**src/rtl/alu_pipe.sv**
```systemverilog
// Handshaked ALU with registered result/flags and an iterative 1-bit-per-cycle shifter.
// Optional ALU_SAT_EN: ADD/INC clamp to all-ones on overflow, SUB clamps to zero on borrow.
module alu_pipe #(
  parameter int WIDTH   = 10,
  parameter int IN1_W   = 8,
  parameter int SHAMT_W = $clog2(WIDTH)
) (
  input  logic             clk,
  input  logic             rst,
  input  logic             in_valid,
  output logic             in_ready,
  input  logic [2:0]       opcode,
  input  logic [IN1_W-1:0] in1,
  input  logic [WIDTH-1:0] in2,
  output logic             out_valid,
  input  logic             out_ready,
  output logic [WIDTH-1:0] out1,
  output logic             flag_z,
  output logic             flag_c,
  output logic             flag_n
);

  localparam logic [0:0] ST_IDLE  = 1'b0;
  localparam logic [0:0] ST_SHIFT = 1'b1;

  localparam logic [2:0] OP_PASS = 3'b000;
  localparam logic [2:0] OP_ADD  = 3'b001;
  localparam logic [2:0] OP_SUB  = 3'b010;
  localparam logic [2:0] OP_INC  = 3'b011;
  localparam logic [2:0] OP_SHR  = 3'b100;
  localparam logic [2:0] OP_SHL  = 3'b101;
  localparam logic [2:0] OP_AND  = 3'b110;
  localparam logic [2:0] OP_XOR  = 3'b111;

`ifdef ALU_SAT_EN
  function automatic logic [WIDTH-1:0] clamp(input logic [WIDTH:0] raw, input logic is_sub);
    if (raw[WIDTH]) return is_sub ? '0 : '1;
    return raw[WIDTH-1:0];
  endfunction
`endif

  logic [0:0]         state_q, state_d;
  logic [SHAMT_W-1:0] cnt_q, cnt_d;
  logic [WIDTH-1:0]   work_q, work_d;
  logic               dir_shl_q, dir_shl_d;
  logic               out_valid_q, out_valid_d;
  logic [WIDTH-1:0]   out1_q, out1_d;
  logic               flag_z_q, flag_z_d;
  logic               flag_c_q, flag_c_d;
  logic               flag_n_q, flag_n_d;

  logic               accept;
  logic               wr;
  logic [WIDTH-1:0]   res;
  logic               res_c;
  logic [WIDTH:0]     a_ext;
  logic [WIDTH:0]     b_ext;
  logic [WIDTH:0]     raw;
  logic [WIDTH-1:0]   sh_nxt;
  logic               sh_bit;
  logic [SHAMT_W-1:0] sh_n;

  assign in_ready = (state_q == ST_IDLE) && !rst && (!out_valid_q || out_ready);
  assign accept   = in_valid && in_ready;
  assign a_ext    = (WIDTH+1)'(in1);
  assign b_ext    = {1'b0, in2};
  assign sh_n     = in1[SHAMT_W-1:0];

  // Zero-fill single-bit step; sh_bit is the bit leaving the register this cycle.
  assign sh_nxt = dir_shl_q ? {work_q[WIDTH-2:0], 1'b0} : {1'b0, work_q[WIDTH-1:1]};
  assign sh_bit = dir_shl_q ? work_q[WIDTH-1] : work_q[0];

  always_comb begin
    state_d     = state_q;
    cnt_d       = cnt_q;
    work_d      = work_q;
    dir_shl_d   = dir_shl_q;
    out_valid_d = out_valid_q && !out_ready;
    out1_d      = out1_q;
    flag_z_d    = flag_z_q;
    flag_c_d    = flag_c_q;
    flag_n_d    = flag_n_q;
    wr          = 1'b0;
    res         = '0;
    res_c       = 1'b0;
    raw         = '0;

    if (state_q == ST_SHIFT) begin
      work_d = sh_nxt;
      cnt_d  = cnt_q - 1'b1;
      if (cnt_q == SHAMT_W'(1)) begin
        wr      = 1'b1;
        res     = sh_nxt;
        res_c   = sh_bit;
        state_d = ST_IDLE;
      end
    end else if (accept) begin
      case (opcode)
        OP_PASS: begin wr = 1'b1; res = in2; end
        OP_ADD, OP_SUB, OP_INC: begin
          case (opcode)
            OP_ADD:  raw = b_ext + a_ext;
            OP_SUB:  raw = b_ext - a_ext;
            default: raw = b_ext + 1'b1;
          endcase
          wr    = 1'b1;
          res_c = raw[WIDTH];
`ifdef ALU_SAT_EN
          res   = clamp(raw, opcode == OP_SUB);
`else
          res   = raw[WIDTH-1:0];
`endif
        end
        OP_SHR, OP_SHL: begin
          if (sh_n == '0) begin
            wr  = 1'b1;
            res = in2;
          end else begin
            work_d    = in2;
            cnt_d     = sh_n;
            dir_shl_d = (opcode == OP_SHL);
            state_d   = ST_SHIFT;
          end
        end
        OP_AND:  begin wr = 1'b1; res = in2 & a_ext[WIDTH-1:0]; end
        OP_XOR:  begin wr = 1'b1; res = in2 ^ a_ext[WIDTH-1:0]; end
        default: begin wr = 1'b0; end
      endcase
    end

    if (wr) begin
      out_valid_d = 1'b1;
      out1_d      = res;
      flag_z_d    = (res == '0);
      flag_c_d    = res_c;
      flag_n_d    = res[WIDTH-1];
    end
  end

  // Control and output stage; reset aborts any shift in flight.
  always_ff @(posedge clk) begin
    if (rst) begin
      state_q     <= ST_IDLE;
      cnt_q       <= '0;
      out_valid_q <= 1'b0;
      out1_q      <= '0;
      flag_z_q    <= 1'b0;
      flag_c_q    <= 1'b0;
      flag_n_q    <= 1'b0;
    end else begin
      state_q     <= state_d;
      cnt_q       <= cnt_d;
      out_valid_q <= out_valid_d;
      out1_q      <= out1_d;
      flag_z_q    <= flag_z_d;
      flag_c_q    <= flag_c_d;
      flag_n_q    <= flag_n_d;
    end
  end

  // Shifter work register is pure data and only meaningful while in SHIFT.
  always_ff @(posedge clk) begin
    work_q    <= work_d;
    dir_shl_q <= dir_shl_d;
  end

  assign out_valid = out_valid_q;
  assign out1      = out1_q;
  assign flag_z    = flag_z_q;
  assign flag_c    = flag_c_q;
  assign flag_n    = flag_n_q;

endmodule
```
**config.mk**
```make
export PLATFORM = sky130hd
export DESIGN_NAME = alu_pipe
export DESIGN_NICKNAME = d
export VERILOG_FILES = /design/src/rtl/alu_pipe.sv
export SDC_FILE = /design/constraint.sdc
export NUM_CORES = 1
export LEC_CHECK = 0
export CORE_UTILIZATION = 35
export CTS_CLUSTER_SIZE = 12
export DETAILED_ROUTE_END_ITERATION = 7
export PLACE_DENSITY_LB_ADDON = 0.15
export SLEW_MARGIN = 30
export SYNTH_ARGS = -nofsm -noshare
export SYNTH_HDL_FRONTEND = slang
export SYNTH_SLANG_ARGS = --single-unit
```
**constraint.sdc**
```tcl
create_clock -name clk -period 10.15 [get_ports clk]
set_input_delay 2.03 -clock clk [delete_from_list [all_inputs] [get_ports clk]]
set_output_delay 2.03 -clock clk [all_outputs]
set_load 0.005 [all_outputs]
```
==> run_1/io_fan.png <==
Bar = 20 um.
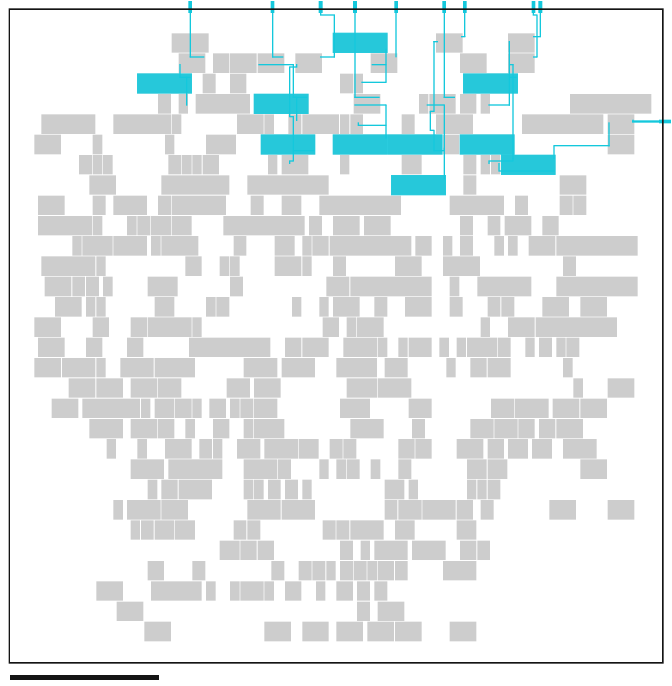
Cyan is out1, bits 10, direction output, edge 9 north, 1 east, end cells 10, buffers 10, wire 218 um.

==> run_1/placement.png <==
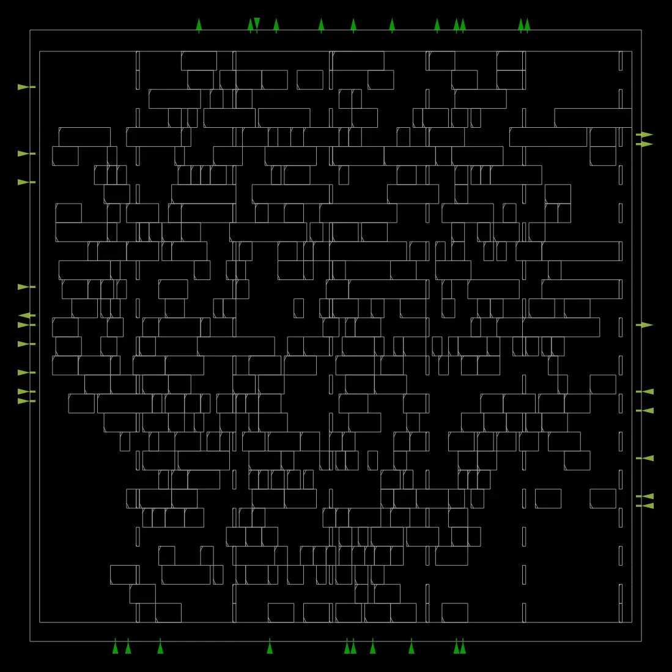
Final Non-Filler Cells: 438
fillcell total: 729
core region area: 6910 um2

==> run notes, run 1 <==
run metrics: run status=complete, no violations, Worst Hold End=out1[0], Largest logic family=simple AND/OR/NAND/NOR gates, Final WS setup=4.23 ns, sequential element share of the synthesized area=0.271, final setup vio count=0, Floorplan Nets=355, largest net degree at the start of global routing=31, post-cts gate resize count=0, yosys stat cell total=308, Unique cell types=between 60 and 70, clock buffer count=7, DRT Wirelength=about 7300 um, crit path buf inv count=2, Final Hold Viols=0, yosys simple share=0.249, Die Size=~7600 um2, Avg Vias per Cell=5.50, GRT Total Usage=0.203, met1 Use GR=0.269, crit path time final=5.92 ns, vias=2409, Final ANT Viol Nets=0, biggest area consumer among synthesized cells=dfxtp_1, fin util=0.449, Post-Syn Area=around 2600 um2, NonClk Buf Share=0.126, Worst Hold Class=reg2reg, layout cell share with drive strength beyond 1=0.0760, FP Util=0.369, Reg clk slew, reported paths=about 0.060 ns, number of non-clock buffers=39, total power=roughly 330 uW, sequential power share=0.403, initial antenna violation count=0, launch point of the worst path=rst, complex-gate fraction of the synthesized area=0.236, worst clock skew=around 0.0046 ns, Synth warnings=0, Die Width=87.4 um, CTS Buf Count=5, Adder-Cell Fraction of Synth Area=0.111, Power Density=between 100 and 150 nW/um2, Clock H-tree levels=2, grt met2 use=0.351, hold_sp=out1[0], r2r worst-path depth=7, GPL Wtd Cong=approximately 0.84, Peak VDD IR=~0.061 mV, Flops=29, mi-comb count=253, Clk pwr share=0.328, Top Consumer=registers, Placed Instances=430, Iteration-0 DRC Markers=between 100 and 150, routed wl met2=3480 um, Worst Path Max Fanout=19, Post-CTS Hold Fix Bufs=0, pre-CTS WS=roughly 4.1 ns, worst-margin pin slew=0.811 ns, critical path class=in2out, Slowest-stage cell, CP=clkdlybuf4s50_1, number of enable flip-flop cells=11, wire per inst=about 17 um, Comb. pwr=88.5 uW, # DRC=0, ant diodes=0, Seq/total area=0.223, period utilization=0.584, Clk Latency, worst-skew pair=between 0.2 and 0.3 ns, Final TNS setup=0 ns, Yosys chip area=2550 um2, DP Area=3000 um2, nets=slightly below 400, P_clk=108 uW, asr flop ratio synth=0, number of cells on the worst hold path=2, r2r endpoint=cnt_q[3], Crit path largest cell delay=~0.78 ns, grt peak-use layer=met2, Worst EP required=approximately 8 ns, Flops after synth=29, crit path DAT=about 3.9 ns, Largest cells by area=dfxtp_1 (14%), edfxtp_1 (13%), ha_1 (10%), a21oi_1 (6.5%), nor2_1 (6.0%), grt total ovfl=0, hpwl dp=5800 um, I/O pin count=40, sw power=97.7 uW, Bufs on Longest Clock Path=2, mean area per synthesized cell=8.28 um2, Area leader share=0.141, Pre-Repair DR Iteration Count=4, Final clock-cell share=0.0327, Post-synth mux share=0.0765, CP top delay family=buffers and inverters, most used cell, CP=clkdlybuf4s50_1, area grow syn2layout=21.6%, final slew viol count=0, Die Y=87.4 um, setup bufs post-CTS=0, Comb area=1750 um2, tap cell count=96, XOR/XNOR Fraction of Synth Area=0.0137, metal3 WL=293 um, max-cap violations=0, OpenROAD warning count=27, Dominant flop cell=dfxtp_1, Mapped Cells=308, WHS=0.454 ns, Crit. path cell count=4, clock sinks=29, Startpoint Class=primary input, met3 usage in global routing=0.0322, RSZ-0062 raised after global routing=no, Met1 Wirelength=approximately 3500 um, Rows=30, worst r2r src=state_q, max_slew headroom=0.457, Comb area share=0.564
==> run_1/placement_by_type.png <==
Fill, decap, tap and diode cells in gray.
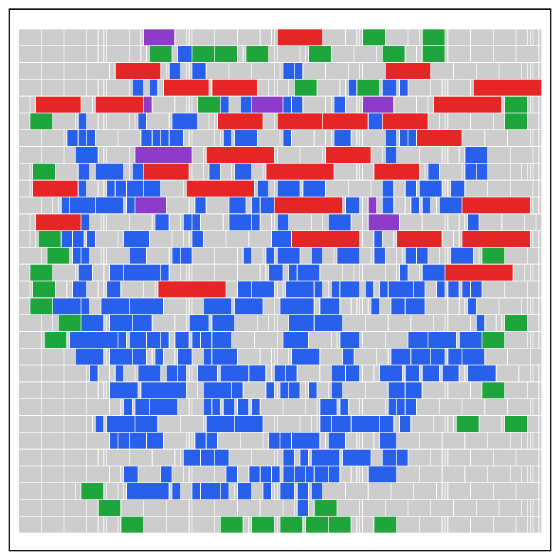
Green is remaining buffers and delay cells, cells 39, share of their area 13%. Purple is clock drivers and dummy loads, cells 8, share of their area 3.4%. Blue is combinational and other logic, cells 266, share of their area 60%. Red is sequential cells, cells 29, share of their area 23%.

==> run_1/metal_density.png <==
The die is cut into 17 by 17 equal tiles; dark blue is low, red is high, scaled to the fullest tile. Values are wire area over tile area, all layers added.
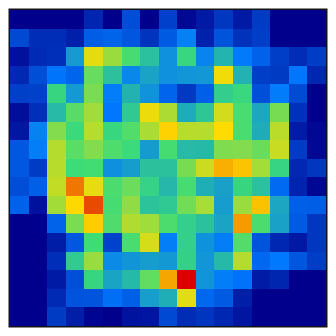
14% of the tiles are nearly empty. The fullest tile reaches 0.49. 25% of the tiles are over half the peak.

==> run 2: changes to the inputs <==
==> constraint.sdc (replaced) <==
create_clock -name clk -period 4.85 [get_ports clk]
set_input_delay 0.97 -clock clk [delete_from_list [all_inputs] [get_ports clk]]
set_output_delay 0.97 -clock clk [all_outputs]
set_load 0.005 [all_outputs]
==> run_2/metal_density.png <==
The die is cut into 17 by 17 equal tiles; dark blue is low, red is high, scaled to the fullest tile. Values are wire area over tile area, all layers added.
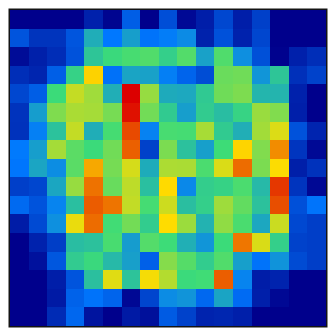
13% of the tiles are nearly empty. The fullest tile reaches 0.42. The mean over all tiles is 0.14. 30% of the tiles are over half the peak. The densest ninth of the die: center.

==> run 2 against run 1 <==
Net effect:
- global-route usage decreased by 0.91 points
- non-clock buffer count grew 8
- via count is 0.83% higher
- hold slack better by 0.0049 ns
- die size stayed put
- clock skew is 0.00071 ns higher
- cell area is 1.9% higher
- final cell count rose by 1.8%
- area after synthesis unchanged
- setup slack got worse by 3.5 ns
- critical endpoint is now flag_z
- largest cell class unchanged
- highest routed layer unchanged
==> run notes, run 2 <==
run metrics: layout cell share with drive strength beyond 1=0.103 (+0.0268), number of cells on the worst hold path=2 (unchanged), Final TNS setup=0 ns (unchanged), Dominant flop cell=dfxtp_1, Yosys chip area=2550 um2 (unchanged), Final Non-Filler Cells=446 (+1.8%), XOR/XNOR Fraction of Synth Area=0.0137 (unchanged), biggest area consumer among synthesized cells=dfxtp_1, Final Hold Viols=0 (unchanged), worst-margin pin slew=0.778 ns (-0.0323 ns), NonClk Buf Share=0.142 (+0.0166), Worst Path Max Fanout=7 (-12), grt peak-use layer=met2, sequential element share of the synthesized area=0.271 (unchanged), Die Y=87.4 um (unchanged), GPL Wtd Cong=0.826 (-1.4%), initial antenna violation count=0 (unchanged), run status=complete, no violations, largest net degree at the start of global routing=31 (unchanged), Met1 Wirelength=3520 um (+1.4%), # DRC=0 (unchanged), Peak VDD IR=0.149 mV (+140%), area grow syn2layout=24.0%, worst r2r src=state_q, FP Util=0.369 (unchanged), hold_sp=out1[5], Largest logic family=simple AND/OR/NAND/NOR gates, Mapped Cells=308 (unchanged), most frequent logic cell in the layout=nor2_1, Avg Vias per Cell=5.45 (-0.98%), met1 Use GR=0.259 (-0.0103), Worst Hold Class=reg2reg, Crit path largest cell delay=0.57 ns (-0.21 ns), DRT Wirelength=7130 um (-2.4%), Power Density=218 nW/um2 (+110%), Worst Hold End=out1[5], post-cts gate resize count=0 (unchanged), Area leader share=0.141 (unchanged), number of enable flip-flop cells=11 (unchanged), crit path DAT=4.33 ns (+0.44 ns), dominant class by area=multi-input combinational cells, yosys stat cell total=308 (unchanged), nets=396 (+2.1%), Comb area=1750 um2 (unchanged), Post-CTS Hold Fix Bufs=0 (unchanged), Unique cell types=68 (unchanged), Top Consumer=registers, mi-comb count=253 (unchanged), crit path time final=4.11 ns, clock buffer count=7 (unchanged), metal3 WL=207 um (-29%), Clk Latency, worst-skew pair=0.28 ns (about the same), Crit. path cell count=15 (+11), Clock H-tree levels=2 (unchanged), Comb area share=0.553 (-0.0107), Largest cells by area=dfxtp_1 (14%), edfxtp_1 (13%), ha_1 (10%), a21oi_1 (6.5%), nor2_1 (6.0%), total power=688 uW (+110%), critical path class=in2reg, setup bufs post-CTS=0 (unchanged), launch point of the worst path=opcode[0], fillcell total=711 (-2.5%), Placed Instances=438 (+1.9%), WHS=0.459 ns (+0.00486 ns), r2r worst-path depth=7 (unchanged), Die Size=7630 um2 (unchanged), sw power=203 uW (+110%), Die Width=87.4 um (unchanged), CTS Buf Count=5 (unchanged), number of non-clock buffers=47 (+21%), wire per inst=16.0 um (-4.2%), Pre-Repair DR Iteration Count=4 (unchanged), ant diodes=0 (unchanged), P_clk=222 uW (+110%), Flops=29 (unchanged), Adder-Cell Fraction of Synth Area=0.111 (unchanged), Flops after synth=29 (unchanged), complex-gate fraction of the synthesized area=0.236 (unchanged), grt total ovfl=0 (unchanged), hpwl dp=5670 um (-2.2%), RSZ-0062 raised after global routing=no, max_slew headroom=0.468 (+0.0111), OpenROAD warning count=27 (unchanged), Clk pwr share=0.322 (-0.006), I/O pin count=40 (unchanged), clock sinks=29 (unchanged), period utilization=0.848, Synth warnings=0 (unchanged), vias=2429 (+0.83%), grt met2 use=0.320 (-0.0305), asr flop ratio synth=0 (unchanged), Final WS setup=0.737 ns (-3.49 ns), worst clock skew=0.00535 ns (+0.000709 ns), Startpoint Class=primary input, CP top delay family=AND-OR/OR-AND gates, yosys simple share=0.249 (unchanged), Slowest-stage cell, CP=clkdlybuf4s50_1, r2r endpoint=cnt_q[3], DP Area=3060 um2 (+2.0%), mean area per synthesized cell=8.28 um2 (unchanged), Bufs on Longest Clock Path=2 (unchanged)
==> run_2/placement.png <==
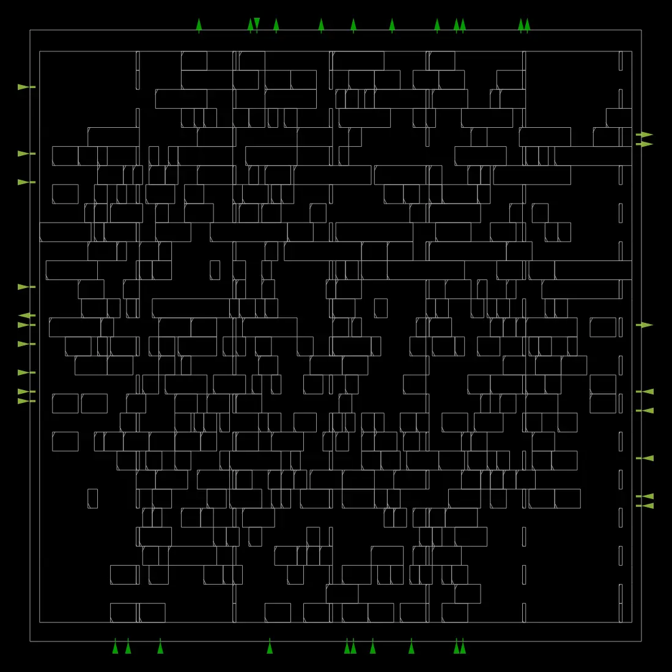
fin util: 0.458
tap cell count: 96
Rows: 30
Seq/total area: 0.219

==> run_2/placement_by_type.png <==
Fill, decap, tap and diode cells in gray.
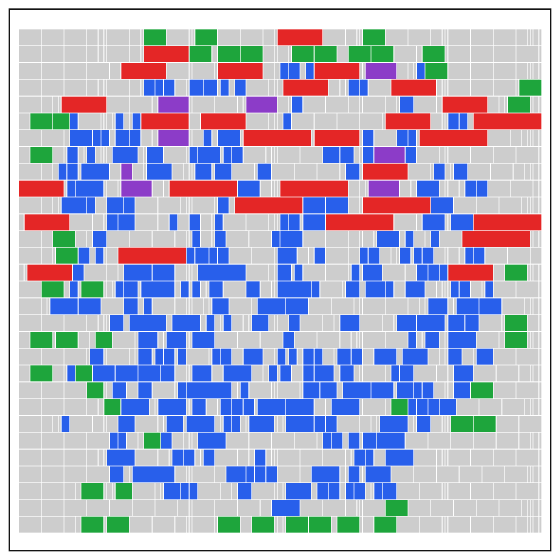

==> run 3: changes to the inputs <==
==> constraint.sdc (replaced) <==
create_clock -name clk -period 3.6 [get_ports clk]
set_input_delay 0.72 -clock clk [delete_from_list [all_inputs] [get_ports clk]]
set_output_delay 0.72 -clock clk [all_outputs]
set_load 0.005 [all_outputs]
==> run_3/placement_by_type.png <==
Fill, decap, tap and diode cells in gray.
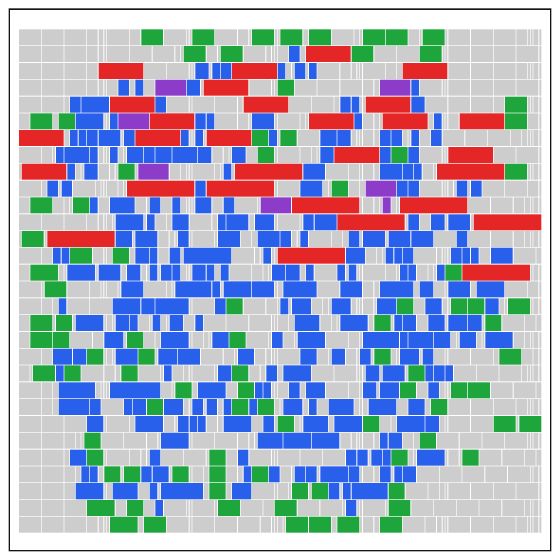
Purple is clock drivers and dummy loads, cells 7, share of their area 2.5%. Blue is combinational and other logic, cells 266, share of their area 54%. Red is sequential cells, cells 29, share of their area 20%. Green is remaining buffers and delay cells, cells 93, share of their area 23%.

==> run_3/placement.png <==
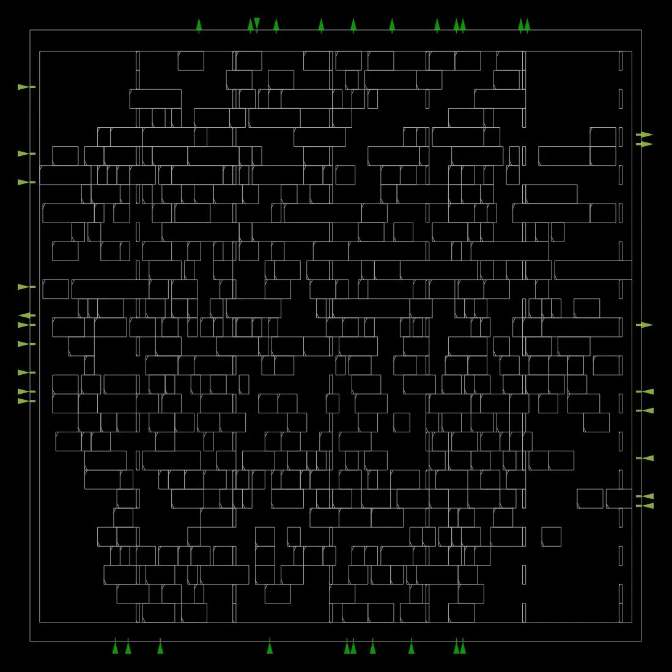
fin util: 0.516
Seq/total area: 0.194

==> run 3 against run 2 <==
Net effect:
- via count rose by 9.0%
- wire length grew 7.0%
- first-iteration DRC count increased by 25%
- critical path type unchanged
==> run notes, run 3 <==
run metrics: Synth warnings=0 (unchanged), Peak VDD IR=0.204 mV (+37%), Largest logic family=simple AND/OR/NAND/NOR gates, number of non-clock buffers=93 (+98%), FP Util=0.369 (unchanged), largest net degree at the start of global routing=31 (unchanged), Comb area=1820 um2 (+3.8%), Area leader share=0.141 (unchanged), Largest cells by area=dfxtp_1 (14%), edfxtp_1 (13%), ha_1 (10%), a21oi_1 (6.5%), nor2_1 (6.0%), Avg Vias per Cell=5.39 (-0.98%), Final TNS setup=0 ns (unchanged), Mapped Cells=308 (unchanged), Met1 Wirelength=3680 um (+4.7%), Unique cell types=68 (unchanged), DP Area=3390 um2 (+11%), Die Y=87.4 um (unchanged), CP top delay family=AND-OR/OR-AND gates, crit path DAT=3.60 ns (-0.73 ns), DRT Wirelength=7630 um (+7.0%), XOR/XNOR Fraction of Synth Area=0.0137 (unchanged), fillcell total=698 (-1.8%), Power Density=266 nW/um2 (+22%), Pre-Repair DR Iteration Count=4 (unchanged), Placed Instances=482 (+10%), Flops=29 (unchanged), post-cts gate resize count=5 (+5), clock buffer count=7 (unchanged), vias=2648 (+9.0%), Crit path largest cell delay=0.55 ns (-0.02 ns), r2r worst-path depth=8 (+1), I/O pin count=40 (unchanged), Adder-Cell Fraction of Synth Area=0.111 (unchanged), grt total ovfl=0 (unchanged), worst r2r src=dir_shl_q, sequential element share of the synthesized area=0.271 (unchanged), area grow syn2layout=39.8%, Clk Latency, worst-skew pair=0.27 ns (about the same), Slowest-stage cell, CP=a2111oi_0, layout cell share with drive strength beyond 1=0.228 (+0.125), dominant class by area=multi-input combinational cells, run status=complete, no violations, CTS Buf Count=5 (unchanged), nets=442 (+12%), Worst Hold End=out1[0], Worst Hold Class=reg2reg, NonClk Buf Share=0.225 (+0.0829), Final Hold Viols=0 (unchanged), most frequent logic cell in the layout=buf_4, Clock H-tree levels=2 (unchanged), biggest area consumer among synthesized cells=dfxtp_1, Bufs on Longest Clock Path=2 (unchanged), number of enable flip-flop cells=11 (unchanged), number of cells on the worst hold path=2 (unchanged), Top Consumer=registers, initial antenna violation count=0 (unchanged), launch point of the worst path=opcode[0], Die Width=87.4 um (unchanged), setup bufs post-CTS=1 (+1), worst-margin pin slew=0.619 ns (-0.159 ns), yosys simple share=0.249 (unchanged), r2r endpoint=flag_z, Clk pwr share=0.281 (-0.041), Yosys chip area=2550 um2 (unchanged), sw power=279 uW (+37%), Die Size=7630 um2 (unchanged), met1 Use GR=0.276 (+0.0175), wire per inst=15.5 um (-2.8%), grt peak-use layer=met2, Comb area share=0.509 (-0.0439), Final Non-Filler Cells=491 (+10%), Startpoint Class=primary input
No activity file was given, so power comes from the tool's default toggle rates.
